===== src/rtl/zorro_pkg.sv =====
// Shared definitions for the zorro bus arbiter: state encoding, slot constants,
// parameter defaults and slot-selection helpers.
package zorro_pkg;

    localparam int NUM_SLOTS          = 5;
    localparam int TIMEOUT_CYCLES_DEF = 24;
    localparam int HOLDOFF_CYCLES_DEF = 2;

    localparam logic [2:0] OWNER_NONE = 3'd0;
    localparam logic [2:0] FIRST_SLOT = 3'd1;
    localparam logic [2:0] LAST_SLOT  = 3'd5;
    localparam logic [5:1] BG_IDLE    = 5'b11111;

    typedef enum logic [2:0] {
        ST_IDLE    = 3'd0,
        ST_REQ     = 3'd1,
        ST_GRANT   = 3'd2,
        ST_OWNED   = 3'd3,
        ST_HOLDOFF = 3'd4
    } state_e;

    function automatic logic [2:0] next_slot(input logic [2:0] slot);
        return (slot == LAST_SLOT) ? FIRST_SLOT : slot + 3'd1;
    endfunction

    // First requesting slot found when walking upward from start, wrapping 5 -> 1.
    function automatic logic [2:0] pick_winner(input logic [5:1] req, input logic [2:0] start);
        logic [2:0] slot;
        logic [2:0] win;
        win  = OWNER_NONE;
        slot = start;
        for (int i = 0; i < NUM_SLOTS; i++) begin
            if ((win == OWNER_NONE) && req[slot]) begin
                win = slot;
            end
            slot = next_slot(slot);
        end
        return win;
    endfunction

    function automatic logic [5:1] grant_mask(input logic [2:0] slot);
        logic [5:1] m;
        m = BG_IDLE;
        for (int i = 1; i <= NUM_SLOTS; i++) begin
            if (slot == 3'(i)) begin
                m[i] = 1'b0;
            end
        end
        return m;
    endfunction

endpackage


===== src/rtl/zorro_if.sv =====
// Slot-side bus handshake of the zorro arbiter; the arbiter uses the slave
// modport, the bus/CPU side uses the master modport.
interface zorro_if;

    logic [5:1] BR;
    logic       BGn;
    logic       BGACKn;
    logic       BRn;
    logic [5:1] BG;
    logic [2:0] OWNER;
    logic       BUSY;
    logic       TIMEOUT;

    modport master (
        output BR, BGn, BGACKn,
        input  BRn, BG, OWNER, BUSY, TIMEOUT
    );

    modport slave (
        input  BR, BGn, BGACKn,
        output BRn, BG, OWNER, BUSY, TIMEOUT
    );

endinterface


===== src/rtl/zorro_sync.sv =====
// Two-flop synchroniser of configurable width; resets to the inactive (high)
// level because every input it carries is active-low.
module zorro_sync #(
    parameter int WIDTH = 1
) (
    input  logic             clk,
    input  logic             rst_n,
    input  logic [WIDTH-1:0] d,
    output logic [WIDTH-1:0] q
);

    logic [WIDTH-1:0] meta_r;
    logic [WIDTH-1:0] sync_r;

    // Metastability filter: two back-to-back capture stages.
    always_ff @(posedge clk or negedge rst_n) begin
        if (!rst_n) begin
            meta_r <= '1;
            sync_r <= '1;
        end else begin
            meta_r <= d;
            sync_r <= meta_r;
        end
    end

    assign q = sync_r;

endmodule


===== src/rtl/zorro_arbiter.sv =====
// Five-slot bus arbiter in front of a 68000 BR/BG/BGACK handshake.
// Define ZORRO_ROUNDROBIN_EN for rotating priority; default is fixed (slot 1 highest).
module zorro_arbiter
    import zorro_pkg::*;
#(
    parameter int TIMEOUT_CYCLES = TIMEOUT_CYCLES_DEF,
    parameter int HOLDOFF_CYCLES = HOLDOFF_CYCLES_DEF
) (
    input  logic    C7M,
    input  logic    RESETn,
    zorro_if.slave  bus
);

    localparam logic [4:0] TIMEOUT_LIM = 5'(TIMEOUT_CYCLES);
    localparam logic [2:0] HOLDOFF_LIM = 3'(HOLDOFF_CYCLES);

    logic [6:0] raw_s;
    logic [6:0] sync_s;
    logic [5:1] req_s;
    logic       bgn_low_s;
    logic       bgack_low_s;
    logic       req_any_s;
    logic       winner_held_s;
    logic [2:0] winner_s;
    logic [2:0] search_start_s;
    logic       take_ownership_s;

    state_e     state_r;
    logic [4:0] tcnt_r;
    logic [2:0] hcnt_r;
    logic [2:0] winner_r;
    logic       brn_r;
    logic [5:1] bg_r;
    logic [2:0] owner_r;
    logic       busy_r;
    logic       timeout_r;

    assign raw_s = {bus.BR, bus.BGn, bus.BGACKn};

    zorro_sync #(.WIDTH(7)) u_sync (
        .clk   (C7M),
        .rst_n (RESETn),
        .d     (raw_s),
        .q     (sync_s)
    );

    assign req_s       = ~sync_s[6:2];
    assign bgn_low_s   = ~sync_s[1];
    assign bgack_low_s = ~sync_s[0];

    // Request decode and winner selection from the synchronised request vector.
    always_comb begin
        req_any_s        = |req_s;
        winner_s         = pick_winner(req_s, search_start_s);
        winner_held_s    = req_s[winner_r];
        take_ownership_s = (state_r == ST_GRANT) && bgack_low_s;
    end

`ifdef ZORRO_ROUNDROBIN_EN
    logic [2:0] ptr_r;

    // Rotating search start: one past the slot that most recently took ownership.
    always_ff @(posedge C7M or negedge RESETn) begin
        if (!RESETn) begin
            ptr_r <= FIRST_SLOT;
        end else if (take_ownership_s) begin
            ptr_r <= next_slot(winner_r);
        end else begin
            ptr_r <= ptr_r;
        end
    end

    assign search_start_s = ptr_r;
`else
    assign search_start_s = FIRST_SLOT;
`endif

    // Arbitration FSM with all bus-facing outputs registered.
    always_ff @(posedge C7M or negedge RESETn) begin
        if (!RESETn) begin
            state_r   <= ST_IDLE;
            tcnt_r    <= 5'd0;
            hcnt_r    <= 3'd0;
            winner_r  <= OWNER_NONE;
            brn_r     <= 1'b1;
            bg_r      <= BG_IDLE;
            owner_r   <= OWNER_NONE;
            busy_r    <= 1'b0;
            timeout_r <= 1'b0;
        end else begin
            timeout_r <= 1'b0;
            case (state_r)
                ST_IDLE: begin
                    if (req_any_s) begin
                        state_r <= ST_REQ;
                        brn_r   <= 1'b0;
                        busy_r  <= 1'b1;
                    end else begin
                        state_r <= ST_IDLE;
                        brn_r   <= 1'b1;
                        busy_r  <= 1'b0;
                    end
                end
                ST_REQ: begin
                    if (bgn_low_s && req_any_s) begin
                        state_r  <= ST_GRANT;
                        winner_r <= winner_s;
                        bg_r     <= grant_mask(winner_s);
                        tcnt_r   <= 5'd0;
                    end else if (!req_any_s) begin
                        state_r <= ST_IDLE;
                        brn_r   <= 1'b1;
                        busy_r  <= 1'b0;
                    end else begin
                        state_r <= ST_REQ;
                    end
                end
                ST_GRANT: begin
                    // Acknowledge wins over both abandonment and timeout; BGn is ignored here.
                    if (bgack_low_s) begin
                        state_r <= ST_OWNED;
                        bg_r    <= BG_IDLE;
                        brn_r   <= 1'b1;
                        owner_r <= winner_r;
                        tcnt_r  <= 5'd0;
                    end else if (!winner_held_s) begin
                        state_r <= ST_IDLE;
                        bg_r    <= BG_IDLE;
                        brn_r   <= 1'b1;
                        busy_r  <= 1'b0;
                        tcnt_r  <= 5'd0;
                    end else if ((tcnt_r + 5'd1) == TIMEOUT_LIM) begin
                        state_r   <= ST_IDLE;
                        bg_r      <= BG_IDLE;
                        brn_r     <= 1'b1;
                        busy_r    <= 1'b0;
                        tcnt_r    <= 5'd0;
                        timeout_r <= 1'b1;
                    end else begin
                        tcnt_r <= tcnt_r + 5'd1;
                    end
                end
                ST_OWNED: begin
                    if (!bgack_low_s) begin
                        owner_r <= OWNER_NONE;
                        hcnt_r  <= 3'd0;
                        if (HOLDOFF_CYCLES == 0) begin
                            state_r <= ST_IDLE;
                            busy_r  <= 1'b0;
                        end else begin
                            state_r <= ST_HOLDOFF;
                        end
                    end else begin
                        state_r <= ST_OWNED;
                    end
                end
                ST_HOLDOFF: begin
                    if ((hcnt_r + 3'd1) >= HOLDOFF_LIM) begin
                        state_r <= ST_IDLE;
                        busy_r  <= 1'b0;
                        hcnt_r  <= 3'd0;
                    end else begin
                        hcnt_r <= hcnt_r + 3'd1;
                    end
                end
                default: begin
                    state_r <= ST_IDLE;
                    bg_r    <= BG_IDLE;
                    brn_r   <= 1'b1;
                    owner_r <= OWNER_NONE;
                    busy_r  <= 1'b0;
                    tcnt_r  <= 5'd0;
                    hcnt_r  <= 3'd0;
                end
            endcase
        end
    end

    assign bus.BRn     = brn_r;
    assign bus.BG      = bg_r;
    assign bus.OWNER   = owner_r;
    assign bus.BUSY    = busy_r;
    assign bus.TIMEOUT = timeout_r;

endmodule


===== src/flat_wrapper.sv =====
// flat-port wrapper written by rule: the top's interface ports become plain ports
module zorro_arbiter_flat import zorro_pkg::*;
#(
    parameter int TIMEOUT_CYCLES = TIMEOUT_CYCLES_DEF,
    parameter int HOLDOFF_CYCLES = HOLDOFF_CYCLES_DEF
)
  (C7M, RESETn, bus_BR, bus_BGn, bus_BGACKn, bus_BRn, bus_BG, bus_OWNER, bus_BUSY, bus_TIMEOUT);
  zorro_if bus_i ();
  input  logic C7M;
  input  logic RESETn;
  input wire logic [$bits(bus_i.BR)-1:0] bus_BR;
  input wire logic [$bits(bus_i.BGn)-1:0] bus_BGn;
  input wire logic [$bits(bus_i.BGACKn)-1:0] bus_BGACKn;
  output wire logic [$bits(bus_i.BRn)-1:0] bus_BRn;
  output wire logic [$bits(bus_i.BG)-1:0] bus_BG;
  output wire logic [$bits(bus_i.OWNER)-1:0] bus_OWNER;
  output wire logic [$bits(bus_i.BUSY)-1:0] bus_BUSY;
  output wire logic [$bits(bus_i.TIMEOUT)-1:0] bus_TIMEOUT;
  assign bus_i.BR = bus_BR;
  assign bus_i.BGn = bus_BGn;
  assign bus_i.BGACKn = bus_BGACKn;
  assign bus_BRn = bus_i.BRn;
  assign bus_BG = bus_i.BG;
  assign bus_OWNER = bus_i.OWNER;
  assign bus_BUSY = bus_i.BUSY;
  assign bus_TIMEOUT = bus_i.TIMEOUT;
  zorro_arbiter #(.TIMEOUT_CYCLES(TIMEOUT_CYCLES), .HOLDOFF_CYCLES(HOLDOFF_CYCLES)) u_core (.C7M(C7M), .RESETn(RESETn), .bus(bus_i));
endmodule

===== config.mk =====
export PLATFORM = sky130hd
export DESIGN_NAME = zorro_arbiter_flat
export DESIGN_NICKNAME = d
export VERILOG_FILES = /design/src/rtl/zorro_pkg.sv /design/src/rtl/zorro_if.sv /design/src/rtl/zorro_sync.sv /design/src/rtl/zorro_arbiter.sv /design/src/flat_wrapper.sv
export SDC_FILE = /design/constraint.sdc
export NUM_CORES = 1
export LEC_CHECK = 0
export ABC_AREA = 1
export CAP_MARGIN = 10
export CORE_UTILIZATION = 36
export DETAILED_ROUTE_END_ITERATION = 10
export GPL_ROUTABILITY_DRIVEN = 0
export SYNTH_ARGS = -nofsm -noshare
export SYNTH_HDL_FRONTEND = slang
export SYNTH_SLANG_ARGS = --single-unit
export TNS_END_PERCENT = 1

===== constraint.sdc =====
create_clock -name C7M -period 2.07 [get_ports C7M]
set_clock_uncertainty 0.15 [all_clocks]
set_input_delay 0.414 -clock C7M [delete_from_list [all_inputs] [get_ports C7M]]
set_output_delay 0.414 -clock C7M [all_outputs]
set_load 0.005 [all_outputs]

**Signal wires by layer**

The bar under the picture is 20 µm long. Two of the layers only.
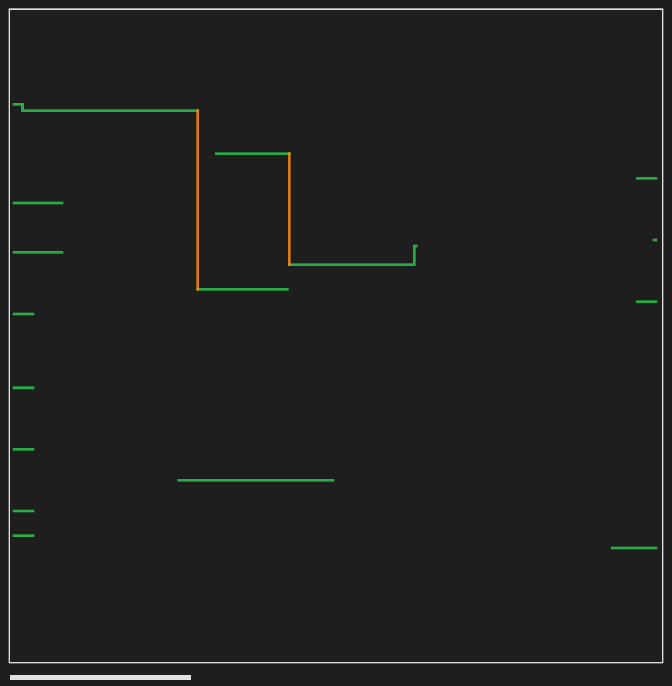
legend:
  metal 4:
    colour: orange
    wire_length: 32.0 µm
  metal 3:
    colour: green
    wire_length: 102 µm
routed via count: 1309
GRT Total Usage: 14.1%
Wirelength per Cell: 10.7 µm

**Layout detail**

The bar under the picture is 5 µm long. Region (44, 44) to (64, 64) µm. Cells in grey, sequential cells in the stronger grey; small squares are vias.
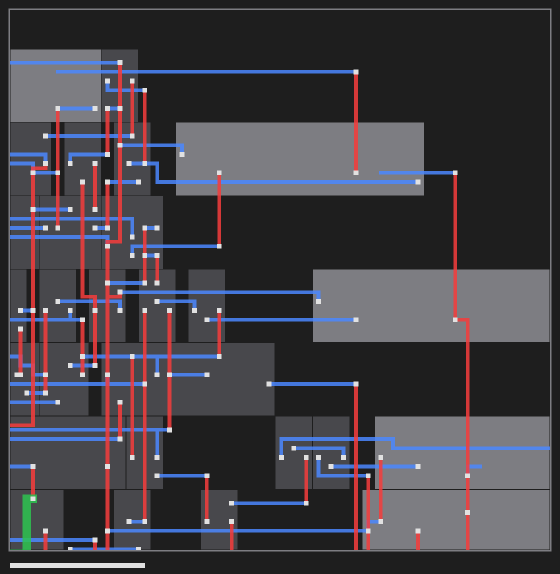
legend:
  metal 1:
    colour: blue
  metal 3:
    colour: green
  metal 2:
    colour: red
most frequent: nand2_1 (9), inv_1 (3), dfrtp_1 (3)
sequential cells in the window: 4
cells with their middle in the window: 23

**Wire density map**

The die is cut into 14 by 14 equal tiles; white is low, dark blue is high, scaled to the fullest tile. Values are wire area over tile area, all layers added.
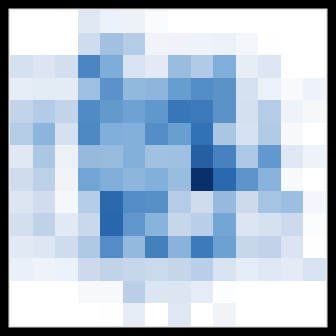
fullest tile: 0.37
mean over tiles: 0.093
tiles over half the peak: 17%
DRT Wirelength: 3100 µm

**The metal 1 layer**

The bar under the picture is 20 µm long. Cells faint in the background.
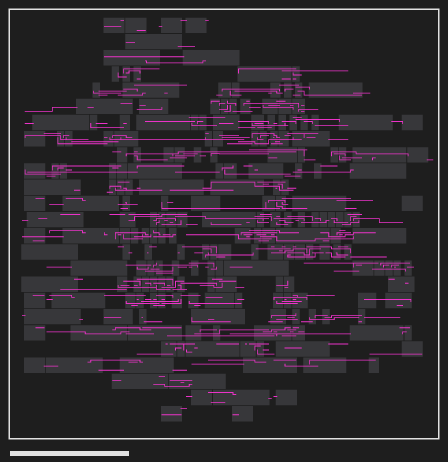
nets with wire on the layer: 200
wire length on this layer: 1480 µm
longest straight run: 22.5 µm
share of all routed wire: 48%
main direction: horizontal

==> cells in the mapped netlist <==
library cell and number:
o211ai_1 2, xnor2_1 1, o31ai_1 5, nor2_1 18, mux2i_1 2, nand2_2 2
a21oi_4 1, dfrtp_1 19, nand2_1 58, o21ai_0 8, o22ai_1 1, inv_1 22
nand4_1 5, nand3_4 2, clkinv_2 1, dfstp_2 20, nand3b_1 1, ha_1 3
nand3_1 18, nand2_4 1, o21ai_1 1, inv_2 2, nor2_2 1
==> area by class of cell <==
cell class / count / area, µm²
multi-input combinational: 130 / 666
clock buffer: 5 / 68.8
clock inverter: 3 / 67.6
inverter: 25 / 95.1
tap: 67 / 83.8
fill: 476 / 2530
sequential: 39 / 1000
timing repair buffer: 21 / 215
==> placed cells by master, fill, tap and decap left out <==
cell type,instances
inv_2,2
nand2_1,58
nand3_4,2
buf_12,1
dfstp_2,20
o22ai_1,1
xnor2_1,1
inv_1,22
clkinv_2,1
nand2_4,1
clkinvlp_4,1
a21oi_4,1
clkbuf_8,5
o21ai_1,1
clkdlybuf4s50_1,18
nand2_2,2
nor2_1,18
nand3_1,18
nand4_1,5
buf_2,1
bufinv_16,2
dlygate4sd3_1,1
dfrtp_1,19
ha_1,3
nor2_2,1
o211ai_1,2
o31ai_1,5
o21ai_0,8
nand3b_1,1
mux2i_1,2
==> cell families (layout without fill, tap and decap cells) <==
family / Yosys count / count (layout) / synth area share (%)
simple gates: 106 / 106 / 27.2
flops: 39 / 39 / 56.8
xor+xnor: 1 / 1 / 0.497
mux: 2 / 2 / 1.14
compound gates: 18 / 18 / 6.82
buf+inv: 25 / 54 / 5.40
fa+ha+maj: 3 / 3 / 2.13
==> what timing repair did <==
action                                  CTS  global route
setup buffers                             0             0
endpoints found under the setup margin    0             0
hold buffers                              1             0
endpoints found under the hold margin    12             0
==> out/qor.yml <==
status: "complete, no violations"
swShare_pct: 34.2
clockBufferDepth: 2
antenna_cells: 0
rsz0062_at_grt: "no"
dieArea_mm2: 0.00518
grtUsageMet3_pct: 3.75
numCtsBuffers: 5
comb-power_mw: 1.02
worstSetupStartpoint: "u_core.bus.BG[2]$_DFFE_PN1P_"
netlist_area_mm2: 0.00176
io_pins: 20
hpwlAfterDp_um: 2340
path_clk_slew_ns: 0.08
pg_clk_uw: 753
drtIter0Drc: 87
top_cell_area_share_pct: 29.8
ir_drop_uv: 693
clk_latency_ns: 0.29
top_usage_layer: "met2"
coreArea_mm2: 0.00472
p_int_mw: 1.90
tightest_slew_ns: 0.456
p_per_area_mw_per_mm2: 1310
synth.avg_cell_area_um2: 9.08
max_freq_mhz: 532
portBuffers: 19
grt_max_degree: 22
synth_cell_types: 23
hp-class: "reg -> reg"
area_leaders: "dfstp_2 30%, dfrtp_1 27%, nand2_1 12%, nand3_1 5.1%, inv_1 4.7%"
wl_met2_um: 1490
path_buffers: 1
cts-resized-gates: 0
start_kind: "register"
top_power_group: "registers"
finalPower_mw: 2.89
path_max_fanout: 2
cts-root-buf: "clkbuf_8"
instances_no_fill: 290
via_per_inst: 4.51
setup_viol: 0
yosys-stat-area_mm2: 0.00176
ys_warn_count: 0
finalHoldViolCount: 0
drive_gt1_share_pct: 17.9
p_clk_share_pct: 26.1
crit_family: "flip-flops"
top_layer: "met4"
synth_cells: 194
maxCapViolCount: 0
fp_nets: 206
crit_end: "bus_BG[1]"
timing.rr.end: "u_core.bus.BG[4]$_DFFE_PN1P_"
cts-htree-levels: 2
synth_seq_share_pct: 56.8
rrSetupSlack_ns: 0.33
dr.pass1.iters: 4
relSlewSlack_pct: 69.4
first_global_vias: 1277
synth-seq-cells: 39
pwr-share-seq_pct: 38.7
leakage_nw: 1.02
met2_usage_pct: 22.1
holdPathEnd: "u_core.u_sync.q[4]$_DFF_PN1_"
crit_chain: "clkdlybuf4s50_1"
crit_slowest_cell: "dfstp_2"
hold_depth: 0
cts_sinks: 39
final_antenna_net_count: 0
arrival_ns: 1.32
drt-met1-wl_um: 1480
fin_setup_tns_ns: 0
grt_pass1_wl_um: 5600
hp-start: "u_core.u_sync.meta_r[4]$_DFF_PN1_"
row_count: 25
drc_errors: 0
cp-end-kind: "primary output"
place_ws_ns: 0.360
grt_antenna_before_repair: 0
p_switching_uw: 986
pg_seq_mw: 1.12
post-route-util_pct: 46.5
grt-ovfl-total: 0
setup_ws_ns: 0.190
r2r_cells: 9
min_period_ns: 1.88
cp.depth: 1
die_h_um: 72.0
final_nets: 234
No activity file was given, so power comes from the tool's default toggle rates.
